$ cat src/rtl/pipeline_hazard_ctrl_pkg.sv
// pipeline_hazard_ctrl_pkg: shared pipeline constants for hazard control and the MDU timer
package pipeline_hazard_ctrl_pkg;
    localparam int MULT_CYCLES_DEF = 4;
    localparam int DIV_CYCLES_DEF  = 32;
    localparam logic MD_IDLE = 1'b0;
    localparam logic MD_BUSY = 1'b1;
    localparam logic [4:0] REG_ZERO = 5'd0;
endpackage

$ cat src/rtl/pipeline_hazard_ctrl_md_busy_timer.sv
// pipeline_hazard_ctrl_md_busy_timer: MDU busy countdown with a one-cycle done pulse
module pipeline_hazard_ctrl_md_busy_timer
    import pipeline_hazard_ctrl_pkg::*;
#(
    parameter int MULT_CYCLES = MULT_CYCLES_DEF,
    parameter int DIV_CYCLES  = DIV_CYCLES_DEF,
    parameter int CNT_W       = 6
) (
    input  logic clk_i,
    input  logic rst_n_i,
    input  logic start_i,
    input  logic is_div_i,
    output logic busy_o,
    output logic done_o
);
    logic             state_q, state_d;
    logic [CNT_W-1:0] cnt_q, cnt_d;
    logic             done_q, done_d;

    // Starts are only accepted in IDLE; BUSY counts down and leaves on the last count
    always_comb begin
        state_d = state_q;
        cnt_d   = cnt_q;
        done_d  = 1'b0;
        if (state_q == MD_IDLE) begin
            if (start_i) begin
                state_d = MD_BUSY;
                cnt_d   = is_div_i ? CNT_W'(DIV_CYCLES) : CNT_W'(MULT_CYCLES);
            end
        end else begin
            cnt_d = cnt_q - CNT_W'(1);
            if (cnt_q == CNT_W'(1)) begin
                state_d = MD_IDLE;
                done_d  = 1'b1;
            end
        end
    end

    // Reset abandons any running operation without a done pulse
    always_ff @(posedge clk_i or negedge rst_n_i) begin
        if (!rst_n_i) begin
            state_q <= MD_IDLE;
            cnt_q   <= '0;
            done_q  <= 1'b0;
        end else begin
            state_q <= state_d;
            cnt_q   <= cnt_d;
            done_q  <= done_d;
        end
    end

    assign busy_o = (state_q == MD_BUSY);
    assign done_o = done_q;
endmodule

$ cat src/rtl/pipeline_hazard_ctrl.sv
// pipeline_hazard_ctrl: stall/flush control for load-use, MEM redirects and the multi-cycle MDU
module pipeline_hazard_ctrl
    import pipeline_hazard_ctrl_pkg::*;
#(
    parameter int MULT_CYCLES = MULT_CYCLES_DEF,
    parameter int DIV_CYCLES  = DIV_CYCLES_DEF,
    parameter int CNT_W       = 6
) (
    input  logic        clk_i,
    input  logic        rst_n_i,
    input  logic [4:0]  id_rs_i,
    input  logic [4:0]  id_rt_i,
    input  logic        id_uses_rt_i,
    input  logic        id_reads_hilo_i,
    input  logic        id_is_md_i,
    input  logic        ex_mem_read_i,
    input  logic [4:0]  ex_rw_i,
    input  logic        ex_md_start_i,
    input  logic        ex_md_is_div_i,
    input  logic        mem_redirect_i,
    output logic        pc_write_o,
    output logic        ifid_stall_o,
    output logic        ifid_flush_o,
    output logic        idex_bubble_o,
    output logic        exmem_bubble_o,
    output logic        md_busy_o,
    output logic        md_done_o,
    output logic [31:0] stall_count_o
);
    logic        load_use, md_hazard, stall;
    logic [31:0] stall_count_q, stall_count_d;

    // A redirect squashes the younger mult/div, so it never starts the timer
    pipeline_hazard_ctrl_md_busy_timer #(
        .MULT_CYCLES(MULT_CYCLES),
        .DIV_CYCLES (DIV_CYCLES),
        .CNT_W      (CNT_W)
    ) u_md_busy_timer (
        .clk_i   (clk_i),
        .rst_n_i (rst_n_i),
        .start_i (ex_md_start_i & ~mem_redirect_i),
        .is_div_i(ex_md_is_div_i),
        .busy_o  (md_busy_o),
        .done_o  (md_done_o)
    );

    // Hazard detection and priority: redirect overrides any stall it would squash
    always_comb begin
        load_use       = ex_mem_read_i && ex_rw_i != REG_ZERO &&
                         (ex_rw_i == id_rs_i || (id_uses_rt_i && ex_rw_i == id_rt_i));
        md_hazard      = md_busy_o & (id_reads_hilo_i | id_is_md_i);
        stall          = load_use | md_hazard;
        pc_write_o     = mem_redirect_i | ~stall;
        ifid_stall_o   = ~mem_redirect_i & stall;
        ifid_flush_o   = mem_redirect_i;
        idex_bubble_o  = mem_redirect_i | stall;
        exmem_bubble_o = mem_redirect_i;
        stall_count_d  = (!pc_write_o && stall_count_q != '1) ? stall_count_q + 32'd1 : stall_count_q;
    end

    // Saturating count of cycles in which the PC was held
    always_ff @(posedge clk_i or negedge rst_n_i) begin
        if (!rst_n_i) stall_count_q <= '0;
        else          stall_count_q <= stall_count_d;
    end

    assign stall_count_o = stall_count_q;
endmodule

$ cat config.mk
export PLATFORM = sky130hd
export DESIGN_NAME = pipeline_hazard_ctrl
export DESIGN_NICKNAME = d
export VERILOG_FILES = /design/src/rtl/pipeline_hazard_ctrl_pkg.sv /design/src/rtl/pipeline_hazard_ctrl_md_busy_timer.sv /design/src/rtl/pipeline_hazard_ctrl.sv
export SDC_FILE = /design/constraint.sdc
export NUM_CORES = 1
export LEC_CHECK = 0
export ABC_AREA = 1
export CAP_MARGIN = 20
export CORE_ASPECT_RATIO = 1.2
export CORE_MARGIN = 4
export CORE_UTILIZATION = 30
export DETAILED_ROUTE_END_ITERATION = 10
export PLACE_DENSITY = 0.6
export RECOVER_POWER = 100
export SYNTH_ARGS = -nofsm -noshare
export SYNTH_HDL_FRONTEND = slang
export SYNTH_SLANG_ARGS = --single-unit
$ cat constraint.sdc
create_clock -name clk_i -period 3.1 [get_ports clk_i]
set_input_delay 0.62 -clock clk_i [delete_from_list [all_inputs] [get_ports clk_i]]
set_output_delay 0.62 -clock clk_i [all_outputs]
set_load 0.1 [all_outputs]
M1 wires:
The bar under the picture is 20 um long.
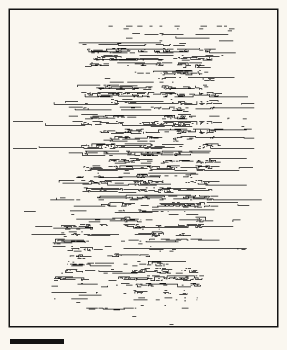
The layer carries 3530 um of wire. The longest straight run is 45.5 um. The wires run mostly horizontal.
Total Routed Length: 7830 um
M1 GR Usage: 0.173
Via Count: 2957

Metal 2:
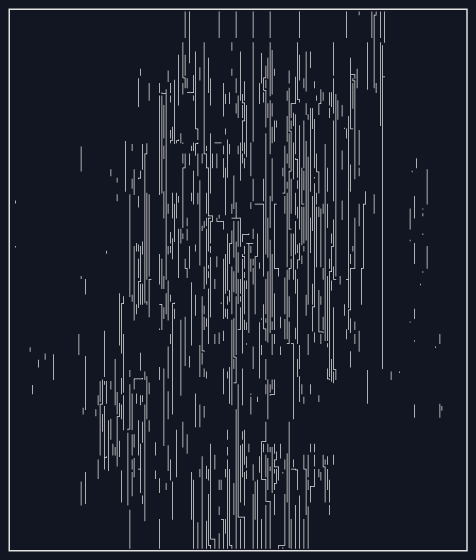
392 nets have wire on it. The layer carries 3850 um of wire.
M2 GR Usage: 0.233

The metal 3 layer:
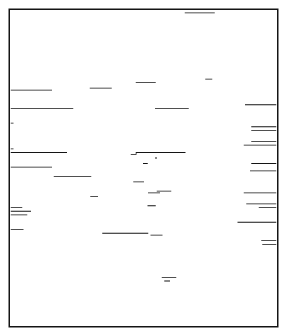
34 nets have wire on it. The wires run mostly horizontal. The layer holds 4.3% of the routed length.
M3 GR Usage: 0.0290

Wires at chosen ports, followed through buffers:
The bar under the picture is 20 um long.
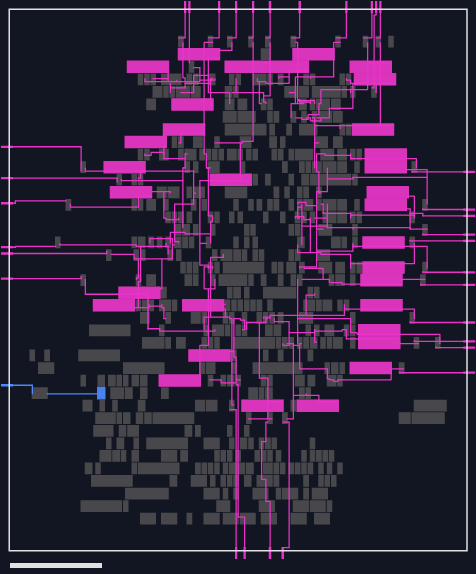
Magenta shows stall_count_o, bits 32, direction output, end cells 32, buffers 32, wire 1790 um. Blue shows ex_md_is_div_i, bits 1, direction input, end cells 1, buffers 1, wire 18.7 um.
I/O Buffers: 62
# IOs: 63

[cell type report]
cell class	count	area share
multi-input combinational	345	0.462
sequential	40	0.278
timing repair buffer	64	0.116
inverter	48	0.0511
tap	123	0.0427
clock buffer	7	0.0424
clock inverter	1	0.00834
[registers in the layout, summed over array words and instances (netlist names)]
| name | flops |
|---|---|
| u_md_busy_timer.cnt_q | 6 |
| u_md_busy_timer.busy_o | 1 |
| u_md_busy_timer.done_o | 1 |
| stall_count_o | 32 |
[cell usage in the layout (no fill, tap or decap)]
cell type	count
nand2_1	177
nor2_1	51
ha_1	3
clkdlybuf4s50_1	20
nor3_1	5
nand2_2	4
o22ai_1	1
clkinvlp_4	1
a21oi_1	3
clkbuf_8	2
a22oi_1	1
inv_1	44
nand3_4	2
nand2_4	1
nand3b_1	10
nor2_2	1
o21ai_0	9
clkbuf_1	37
nor2_8	1
buf_12	2
nand4_1	33
buf_4	1
bufinv_16	1
nor2_4	2
clkbuf_16	5
xor2_1	10
nand3_1	24
dfrtp_1	39
dlygate4sd3_1	2
clkbuf_2	2
dfrtp_2	1
xnor2_1	7
inv_2	3
[kinds of logic after synthesis]
group | count (synthesis)
adders and majority gates | 3
xor gates and xnor gates | 17
and+or+nand+nor | 311
DFF | 40
AOI/OAI and AO/OA | 14
buffers and inverters | 63
[layer usage]
layer  part of all wire  wire length (um)  track usage
met5                  0                 0            0
met4              0.015               114       0.0501
met2               0.49              3850        0.233
met3              0.043               339       0.0290
met1               0.45              3530        0.173
[Yosys cell counts]
master and n:
nand2_1 178, nor2_1 51, inv_1 45, dfrtp_1 40
nand4_1 33, nand3_1 24, nand3b_1 10, xor2_1 10
o21ai_0 9, buf_6 8, xnor2_1 7, nor3_1 5
a21oi_1 3, buf_4 3, ha_1 3, inv_2 3
nand2_2 3, buf_2 2, clkbuf_1 2, nand3_4 2
nor2_4 2, a22oi_1 1, nand2_4 1, nor2_2 1
nor2_8 1, o22ai_1 1
[through the flow]
step | hold WS (ns) | utilization | cell area (um2) | total power (uW) | setup slack (ns)
after floorplan | 0.324 | - | 2980 | 1420 | 0.0599
after global placement | 0.433 | 0.372 | 3570 | 1600 | 0.354
after detailed placement | 0.433 | 0.372 | 3570 | 1620 | 0.319
after CTS | 0.443 | 0.391 | 3760 | 2260 | 0.365
after global routing | 0.463 | 0.375 | 3600 | 2320 | 0.123
final | 0.440 | 0.375 | 3600 | 2180 | 0.250
[power by group through the flow]
stage	sequential (uW)	clock (uW)	combinational (uW)
finish	693	626	860
global route	709	670	936
CTS	695	645	916
detailed placement	703	0	915
global placement	700	0	902
floorplan	964	0	453
[worst max-delay path: cells and delay by family]
family / cells / cell delay (ns)
buf+inv: 3 / 1.12
simple gates: 7 / 0.47
==> impl_metrics.csv <==
group,metric,value,unit
outcome,status,"finished with violations",
outcome,violations,"max-capacitance violations, max-slew violations",
place,placedCellCount,620,
worst_setup_path,r2r-start,"stall_count_o[0]$_DFFE_PN0P_",
worst_setup_path,path_max_fanout,4,
pwr,netSwitchingFraction,0.434,
job,maxCapViolations,1,
worst_setup_path,reg2reg_slack,0.93,ns
logic_synthesis,mux_share,0,
global_route,grt_first_pass_wirelength,13000,um
logic_synthesis,top_area_cell,"dfrtp_1",
worst_setup_path,crit_chain,"dlygate4sd3_1 > inv_2 > nand2_1 > nand2_1 > nor2_1 > nand3_1 > nand2_1 > nand2_1 > nand3_1 > clkbuf_2",
sta,skew,0.00596,ns
logic_synthesis,synth_cell_types,26,
logic_synthesis,logic_family,"simple AND/OR/NAND/NOR gates",
layout,logic_area,1660,um2
worst_setup_path,worstSetupEndpointType,"output port",
die,core_area,9610,um2
logic_synthesis,ys_seq_frac,0.337,
layout,drive_above_1_share,0.0574,
worst_setup_path,crit_path_start_kind,"input port",
logic_synthesis,synth-simple-area-share,0.471,
logic_synthesis,synth_area,2970,um2
pwr,power_density,605,nW/um2
worst_setup_path,arrival,2.23,ns
worst_setup_path,critPathMaxStageDelay,0.60,ns
worst_setup_path,cp_common_cell,"nand2_1",
sta,slew_viol_final,41,
layout,flop_area,1000,um2
drt,ant_nets,0,
drt,drc,0,
global_route,overflow,0,
logic_synthesis,top_area_frac,0.337,
logic_synthesis,netlist_instances,448,
logic_synthesis,yosysChipArea,2970,um2
drt,viasPerCell,4.71,
pwr,p_sw,946,uW
cts,cts_buffers,5,
die,num_rows,39,
sta,setup_tns,0,ns
hold_path,hold_path_depth,1,
cts,cts_buffer_depth,2,
sta,final-hold-violation-count,0,
Power and IR drop assume default switching activity.
